**src/rtl/msg_pkg.sv**
```systemverilog
// Shared message framing definitions.
// Used by the inbound deserializer and the outbound serializer.
package msg_pkg;

  localparam int BEAT_W     = 32;
  localparam int PORTAL_LSB = 16;
  localparam int LEN_MSB    = 15;

  typedef enum logic [1:0] {
    IDLE,
    COLLECT,
    HOLD
  } msg_state_t;

  function automatic logic [15:0] hdr_len(
    input logic [BEAT_W-1:0] hdr
  );
    return hdr[LEN_MSB:0];
  endfunction

  function automatic logic [15:0] hdr_portal(
    input logic [BEAT_W-1:0] hdr
  );
    return hdr[BEAT_W-1:PORTAL_LSB];
  endfunction

endpackage

```
**src/rtl/msg_sink_deser.sv**
```systemverilog
// Inbound message deserializer: collects a header plus L
// 32-bit payload beats into one wide register for downstream.
module msg_sink_deser
  import msg_pkg::*;
#(
  parameter int MAX_IN_WIDTH = 1024
) (
  input  logic                    CLK,
  input  logic                    RST_N,
  input  logic                    beat_valid,
  input  logic [BEAT_W-1:0]       beat_data,
  input  logic                    beat_last,
  output logic                    beat_ready,
  output logic                    out_valid,
  output logic [MAX_IN_WIDTH-1:0] out_data,
  input  logic                    out_ready,
  output logic                    err_len
);

  localparam int CAP = MAX_IN_WIDTH / BEAT_W - 1;
  localparam int PW  = $clog2(CAP + 1);

  if ((MAX_IN_WIDTH % BEAT_W) != 0 || MAX_IN_WIDTH < 64)
  begin : g_bad_width
    $error("MAX_IN_WIDTH must be a multiple of 32, >= 64");
  end

  msg_state_t      state;
  logic [15:0]     remaining;
  logic [PW-1:0]   wptr;
  logic            acc;
  logic [15:0]     len;
  logic            over;
  logic            slot_ok;
  logic            cnt_end;

  assign acc     = beat_valid && beat_ready;
  assign len     = hdr_len(beat_data);
  assign over    = 32'(len) > CAP;
  assign slot_ok = 32'(wptr) < CAP;
  assign cnt_end = remaining == 16'd1;

  // Framing FSM plus the message register with per-beat write enables.
  always_ff @(posedge CLK) begin
    if (!RST_N) begin
      state      <= IDLE;
      remaining  <= '0;
      wptr       <= '0;
      out_data   <= '0;
      out_valid  <= 1'b0;
      err_len    <= 1'b0;
      beat_ready <= 1'b1;
    end else begin
      err_len <= 1'b0;
      unique case (state)
        IDLE: begin
          if (acc) begin
            out_data  <= {{(MAX_IN_WIDTH-BEAT_W){1'b0}},
                          beat_data};
            wptr      <= '0;
            remaining <= len;
            err_len   <= over ||
                         (beat_last != (len == 16'd0));
            if (len == 16'd0 || beat_last) begin
              state      <= HOLD;
              remaining  <= '0;
              out_valid  <= 1'b1;
              beat_ready <= 1'b0;
            end else begin
              state <= COLLECT;
            end
          end
        end
        COLLECT: begin
          if (acc) begin
            if (slot_ok) wptr <= wptr + PW'(1);
            remaining <= beat_last ? 16'd0
                                   : remaining - 16'd1;
            if (beat_last || cnt_end) begin
              state      <= HOLD;
              out_valid  <= 1'b1;
              beat_ready <= 1'b0;
              err_len    <= beat_last != cnt_end;
            end
          end
        end
        HOLD: begin
          if (out_ready) begin
            state      <= IDLE;
            out_valid  <= 1'b0;
            beat_ready <= 1'b1;
          end
        end
        default: begin
          state      <= IDLE;
          out_valid  <= 1'b0;
          beat_ready <= 1'b1;
        end
      endcase
      for (int i = 0; i < CAP; i++) begin
        if (state == COLLECT && acc &&
            wptr == PW'(i)) begin
          out_data[BEAT_W*(i+1) +: BEAT_W] <= beat_data;
        end
      end
    end
  end

endmodule

```
**config.mk**
```make
export PLATFORM = sky130hd
export DESIGN_NAME = msg_sink_deser
export DESIGN_NICKNAME = d
export VERILOG_FILES = /design/src/rtl/msg_pkg.sv /design/src/rtl/msg_sink_deser.sv
export SDC_FILE = /design/constraint.sdc
export NUM_CORES = 2
export LEC_CHECK = 0
export ABC_AREA = 1
export ABC_CLOCK_PERIOD_IN_PS = 5100
export CORE_AREA = 2 2 413 415
export DETAILED_ROUTE_END_ITERATION = 10
export DIE_AREA = 0 0 415 417
export GPL_ROUTABILITY_DRIVEN = 0
export SLEW_MARGIN = 20
export SYNTH_ARGS = -nofsm -noshare
export SYNTH_HDL_FRONTEND = slang
export SYNTH_SLANG_ARGS = --single-unit
```
**constraint.sdc**
```tcl
create_clock -name CLK -period 5.1 [get_ports CLK]
set_clock_uncertainty 0.05 [all_clocks]
set_input_delay 1.53 -clock CLK [delete_from_list [all_inputs] [get_ports CLK]]
set_output_delay 1.53 -clock CLK [all_outputs]
set_load 0.03 [all_outputs]
```
==> images/placed.png <==
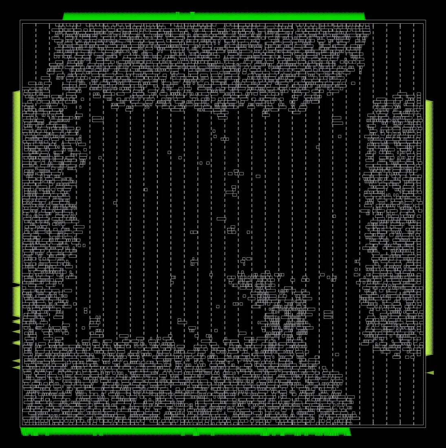
Finished Layout Cells: 8096
layout filler cell count: 17674
standard-cell row count: 151
Seq area share: 38.41%

==> images/ff_map.png <==
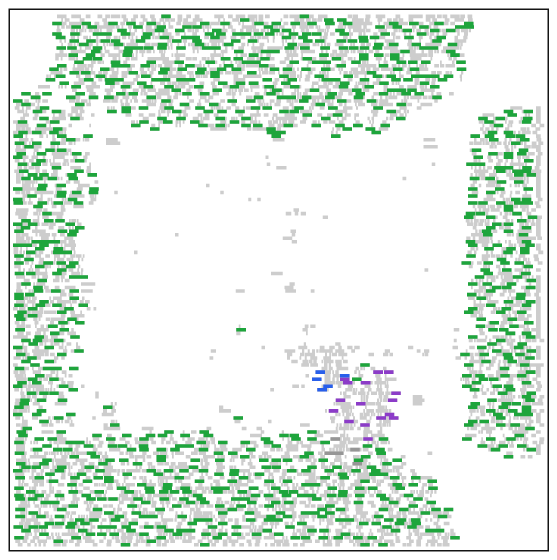
legend:
  blue:
    signal: wptr
    sequential_cells: 5
  green:
    signal: out_data
    sequential_cells: 1024
    where: spread over the die
  purple:
    signal: remaining
    sequential_cells: 16

==> results.yml <==
# generated from flow reports
synthesis:
  yosys_warnings: 0
  synthFlopType: "dfxtp_1"
  post-synth-top-area-cell: "dfxtp_1"
  ys_ff: 1050
  ys_async_sr_fraction_pct: 0
  synthDistinctLibCells: 31
  syn_area_um2: 38050
  top_cell: "nand2_1"
  common_cells: "1582 x nand2_1, 1050 x dfxtp_1, 1009 x a21oi_1"
  ys_seq_share_pct: 55.25
  synthTopCellsByArea: "dfxtp_1 55%, nand2_1 16%, a21oi_1 13%"
clock_network:
  cts.sinks: 1050
  cts_resized: 0
  cts_root_buffer: "clkbuf_16"
  clock_latency_ps: 770
  cts_hold_buf: 0
  cts_buffers: 113
  cts_tree: "yes"
  clockBufferDepth: 3
status:
  status: "completed"
layout:
  most-common-layout-cells: "1582 x nand2_1, 1050 x dfxtp_1, 1030 x clkdlybuf4s50_1"
  lay_top_count: "nand2_1"
  seq_area_um2: 21020
  post-route-util_pct: 32.47
  area_delta_synth_final_pct: 43.82
power:
  power.density_nw_per_um2: 359.5
  p_leak_nw: 17.59
detailed_routing:
  dr.pass1.iters: 6
  via_per_inst: 4.882
  wl_per_cell_um: 24.37
  wl_met1_mm: 75.20
worst_setup_path:
  worst_r2r_path_depth: 7
  r2r_setup_slack_ps: 2280
  crit_end: "out_data[881]$_SDFFE_PN0P_"
  r2r-start: "beat_ready$_SDFFE_PN1P_"
  cp_num_cells: 8
  critPathMaxStageDelay_ps: 730
  arrival_ps: 4360
  end_kind: "flop"
  cp_num_buf_inv: 3
  cpLargestDelayFamily: "simple AND/OR/NAND/NOR gates"
floorplanning:
  die_width_um: 415
  fp.dieH_um: 417
  die_area_um2: 173100
final_timing:
  post-route-min-period_ps: 3724
  worst_pin_slew_ps: 1183
  fin_crit_sh_pct: 73.02
  final-max-slew-violation-count: 0
job:
  maxCapViolations: 0
grt:
  antenna_found_initial: 11
  grt_pass1_vias: 35566
  grt_usage_pct: 21.38
  gr-total-overflow: 0
place:
  dp_cells: 7878
==> images/m2.png <==
The bar under the picture is 100 um long.
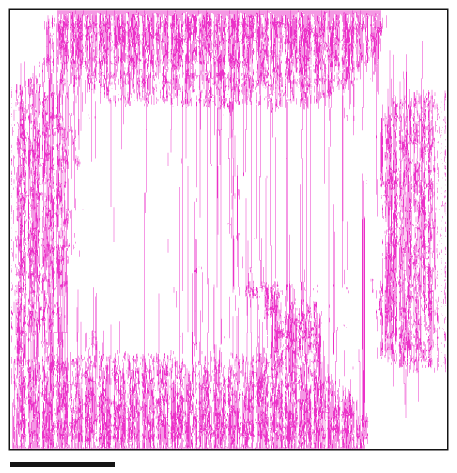
wire length on this layer: 94.8 mm
share of all routed wire: 48%
main direction: vertical
longest straight run: 254 um
nets with wire on the layer: 4412
grt met2 use: 36.13%
final WL: 197.3 mm
DR vias: 39524

==> images/port_trees.png <==
The bar under the picture is 100 um long.
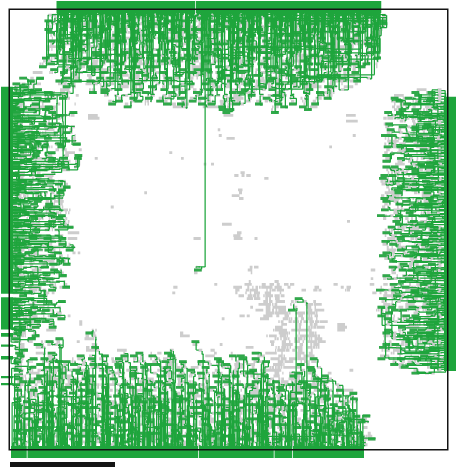
legend:
  green:
    port: out_data
    bits: 1024
    direction: output
    end_cells: 1024
    buffers: 1024
    wire: 53.7 mm
I/O pin count: 1064
I/O Buffers: 1063

## kinds of logic (layout without fill, tap and decap cells)
kind of cell,count (synthesis),in the layout,share of synthesized area [%]
simple gates,2262,2262,24.34
xor+xnor,1,1,0.02302
fa+ha+maj,9,9,0.2960
compound gates,1076,1076,14.23
flops,1050,1050,55.25
buf+inv,546,1478,5.857
other cells,0,2,0
## area by class of cell
| cell class | instances | share of cell area [%] |
|---|---|---|
| Sequential cell | 1050 | 38.41 |
| Multi-Input combinational cell | 3348 | 27.50 |
| Timing Repair Buffer | 1197 | 21.38 |
| Clock buffer | 168 | 6.279 |
| Tap cell | 2218 | 5.071 |
| Clock inverter | 47 | 0.8734 |
| Inverter | 66 | 0.4802 |
| Antenna cell | 2 | 0.009146 |
## report_power, final
part           switching (W)  total (W)  internal (W)
Sequential         0.0000805    0.00840       0.00832
Combinational        0.00212    0.00263      0.000509
Clock                0.00370    0.00864       0.00494
## sequential cells by signal, summed over array words and instances, names as in the netlist
name / cells
state: 2
out_data: 1024
out_valid: 1
beat_ready: 1
err_len: 1
wptr: 5
remaining: 16
## layer usage
layer	track usage [%]	vias up
met2	36.13	2038
met4	10.50	2
met1	25.32	19188
met3	5.134	480
met5	0	-
li1	-	17816
## worst reg2reg max path: stages, from the launching register on
cell	delay [ps]
dfxtp_1	380
nand2_1	170
inv_1	210
nand3_2	540
nor2_4	740
buf_4	390
nand2_1	80
a21oi_1	190
## per-stage QoR
| stage | instance area [um2] | worst slack (ps) | total power [W] |
|---|---|---|---|
| detailed placement | 50780 | 595.4 | 0.01118 |
| floorplan | 38050 | 1983 | 0.01001 |
| CTS | 54700 | 1250 | 0.01977 |
| global route | 54720 | 1250 | 0.02025 |
| finish | 54720 | 1376 | 0.01967 |
| global placement | 50780 | 592.4 | 0.01117 |
No activity file was given, so power comes from the tool's default toggle rates.
